==> config.mk <==
export PLATFORM = sky130hd
export DESIGN_NAME = accum_adder_seq
export DESIGN_NICKNAME = d
export VERILOG_FILES = /design/src/rtl/accum_adder_seq.sv
export SDC_FILE = /design/constraint.sdc
export NUM_CORES = 1
export LEC_CHECK = 0
export ABC_AREA = 1
export CORE_UTILIZATION = 51
export DETAILED_ROUTE_END_ITERATION = 10
export PLACE_DENSITY_LB_ADDON = 0.25
export SYNTH_ARGS = -nofsm -noshare
export SYNTH_HDL_FRONTEND = slang
export SYNTH_SLANG_ARGS = --single-unit
==> constraint.sdc <==
create_clock -name clk -period 29.9 [get_ports clk]
set_input_delay 5.98 -clock clk [delete_from_list [all_inputs] [get_ports clk]]
set_output_delay 5.98 -clock clk [all_outputs]
set_load 0.01 [all_outputs]
Figure 1. Cell density map.
8 x 8 tiles, from white (low) to dark blue (high), 0 to 100% covered.
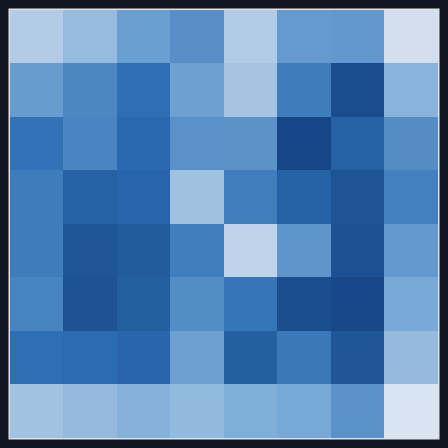
mean over tiles: 63%
fullest tile: 91%
tiles over 75% full: 31%
core region area: 5140 um2
final cell utilization of the core: 0.7096
effective utilization at floorplan: 0.5343

Figure 2. M2 wires.
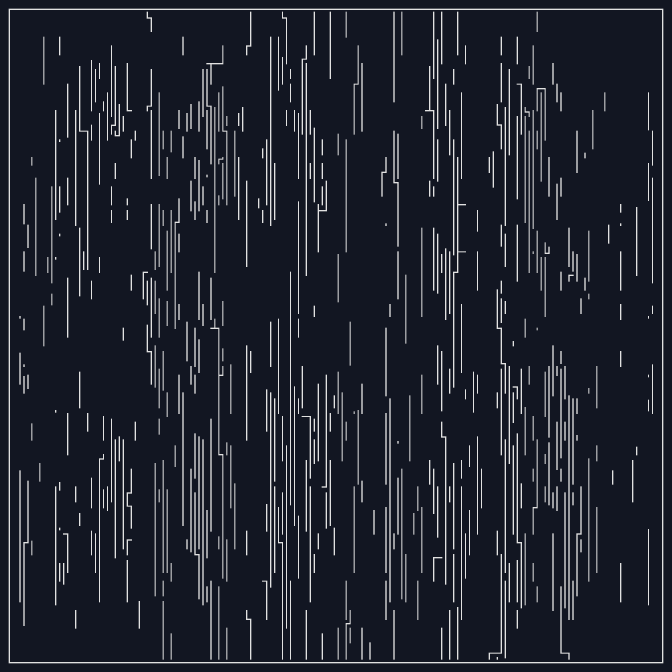
longest straight run: 26.9 um
nets with wire on the layer: 371
wire length on this layer: 2590 um
main direction: vertical
share of all routed wire: 48%
count of vias placed by the detailed router: 2118
Post-Route WL: 5.430 mm
GR Util met2: 0.3383

Figure 3. Routed metal, one color a layer.
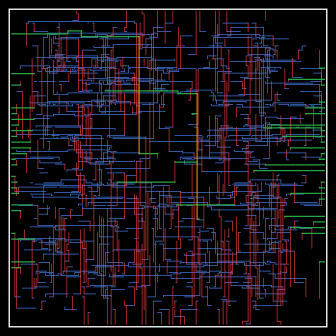
[met1] blue | wire length: 2480 um
[met2] red | wire length: 2590 um
[met4] orange | wire length: 57.8 um
[met3] green | wire length: 296 um
final routed wire length divided by cell count: 11.88 um
global-route usage over all layers: 0.2012

Figure 4. Track usage over the die.
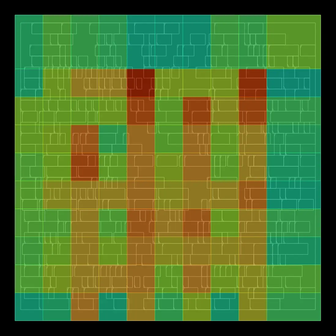
global routing met3 resource utilization: 0.05159
global-route met1 utilization: 0.2585
Top Usage Layer GRT: met2

Figure 5. Selected gate families.
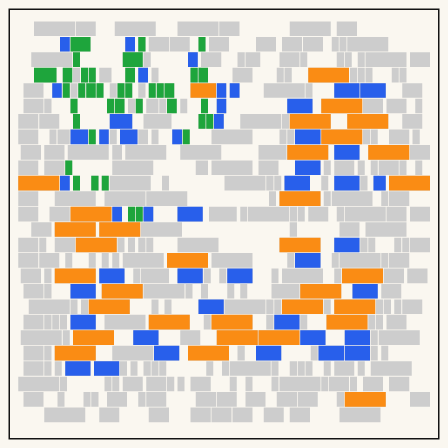
[adder and majority cells] orange | cells: 33
[inverting AOI/OAI gates] blue | cells: 46 | where: spread over the die
[NAND gates] green | cells: 38
non-filler cells in the finished layout: 457
share of cell area taken by multi-input logic gates: 0.3973
Commonest Layout Cell: inv_1

==> flow_metrics.tcl <==
# implementation run metrics
set metrics [dict create \
    syn-mean-instance-area_um2 8.859 \
    inv_count 102 \
    drt_first_iter_violations 87 \
    crit_family "adder cells" \
    area_share_clock_buf_inv 0.02093 \
    wl_met1_mm 2.483 \
    powerClk_mw 0.0348 \
    synth-seq-cells 42 \
    power_frac_seq 0.391 \
    flop-count 42 \
    netSwitchingPower_mw 0.05412 \
    rows 26 \
    drive_gt1_frac 0.1163 \
    largest_cells_by_area_after_synthesis "dfxtp_1, fa_1, inv_1" \
    postCtsHoldBufs 0 \
    design.final.nets 458 \
    hp-class "reg -> reg" \
    design.portCount 81 \
    p_sw_frac 0.3228 \
    setup_total_negative_slack_ns 0 \
    cp_data_arrival_time_ns 18.96 \
    required_ns 30.06 \
    cp_num_cells 37 \
    netlist_instances 310 \
    detailed_place.area_um2 3571 \
    detail_route.drc_violations 0 \
    synth_simple_gate_area_share 0.1239 \
    timing.critical_path.to_type "register" \
    via_per_inst 4.635 \
    path_clk_slew_ns 0.07 \
    synth-cells-yosys 310 \
    synth_cell_area_um2 2746 \
    clock_power_share 0.207 \
    fillerInstances 440 \
    top_area_cell_class "logic gates" \
    io_buffers 80 \
    finalWorstPathRequiredPeriod_ns 18.79 \
    antenna_found_initial 0 \
    p_int_mw 0.1136 \
    comb.multi_input.count 155 \
    leakage_nw 1.473 \
    multi_input_comb_area_um2 1449 \
    stage_log_warnings 26 \
    synth.yosys.chip_area_um2 2746 \
    slew_viol_final 0 \
    clk-insertion-delay-late_ns 0.30 \
    postCtsSetupBuffers 0 \
    max_freq_mhz 53.21 \
    finalClockPeriodUsage 0.6286 \
    met3RoutedLength_um 295 \
    worstPathBufferInverterCount 3 \
    design_area_um2 3647 \
    clock_tree.root_cell "clkbuf_8" \
    post-synth-top-area-fraction 0.3062 \
    path_common_cell "fa_1" \
    grt_first_pass_wirelength_mm 8.583 \
    cts-resized-gates 0 \
    largest_reg_flops 32 \
    top_metal_used "met4" \
    comb_power_mw 0.0674 \
    dr_wl_met2_mm 2.592 \
    seq_power_mw 0.0656 \
    post_synth_edffs 0 \
    cts.path.max_buffers 2 \
    post-place-cells 450 \
    power_density_nw_per_um2 45.98 \
    yosysSeqAreaShare 0.3062 \
    dominant_power_group "combinational logic" \
    synth-xor-area-share 0 \
    rrSetupSlack_ns 16.97 \
    largest_net_degree_at_the_start_of_global_routing 41 \
    diodes 0 \
    timing.max_slew.rel_slack 0.6439 \
    critPathSlowestCell "clkdlybuf4s50_1" \
    yosys.cell_types.count 27 \
    hold-path-cell-count 2 \
    ys_sh_adder 0.2378 \
    share_comb_of_total_power 0.402 \
    routabilityCongestion 0.7626 \
    final.signal_buffer_count 81 \
    fin_worst_skew_ns 0.008503 \
    setup_viol_count_final 0 \
    cp-start-kind "primary input" \
    grt_pass1_vias 1997 \
    yosys-top-cells-count "inv_1, dfxtp_1, fa_1, nor2_1" \
    run_status "complete, no violations" \
    num-clock-buffers 7 \
    clock-sinks 42 \
    grt.overflow.total 0 \
    cell_taking_the_most_area_after_synthesis "dfxtp_1" \
    cap_violations 0 \
    synth_compound_gate_area_share 0.1658 \
    pre_cts_slack_ns 10.78 \
    area.share.sequential 0.2305 \
    dp_hpwl_mm 3.997 \
    area_growth_syn_to_layout_pct 32.80 \
    cts_max_level 2 \
    n_tap_cell 70 \
    ir_worst_vdd_uv 24.58 \
    grt_setup_unrepaired "no" \
    drt_pre_antenna_iters 4 \
    hold_viol 0 \
    async_reset_ff_frac 0 \
    layout.cells.most_common_list "inv_1, clkdlybuf4s50_1, dfxtp_1, nor2_1, fa_1" \
    clock_tree_from_tritoncts "done" \
    worst-path-max-fanout 1 \
    worst_hold_slack_ns 0.4945 \
    non_clock_buffer_area_share 0.2216 \
    synth.mux.area_fraction 0 \
    worst_slack_ns 11.11 \
    worst-setup-path-type "in -> reg" \
    finalPower_mw 0.1677 \
    tightestPinTransition_ns 0.5336 \
    chip_area_um2 5683 \
    flop_area_um2 840.8 \
    final_antenna_net_count 0 \
    synth.logic.top_family "adder cells" \
    die.size.y_um 75.39 \
    synth.yosys.warnings 0 \
    syn_nets 381 \
    cts_inserted_buffers 5 \
    reg2reg_depth 36 \
    die_width_um 75.39 \
    synth.most_common_cell "inv_1" \
    slowest_delay_ns 0.45 \
    synth_top_flop_cell "dfxtp_1" \
]
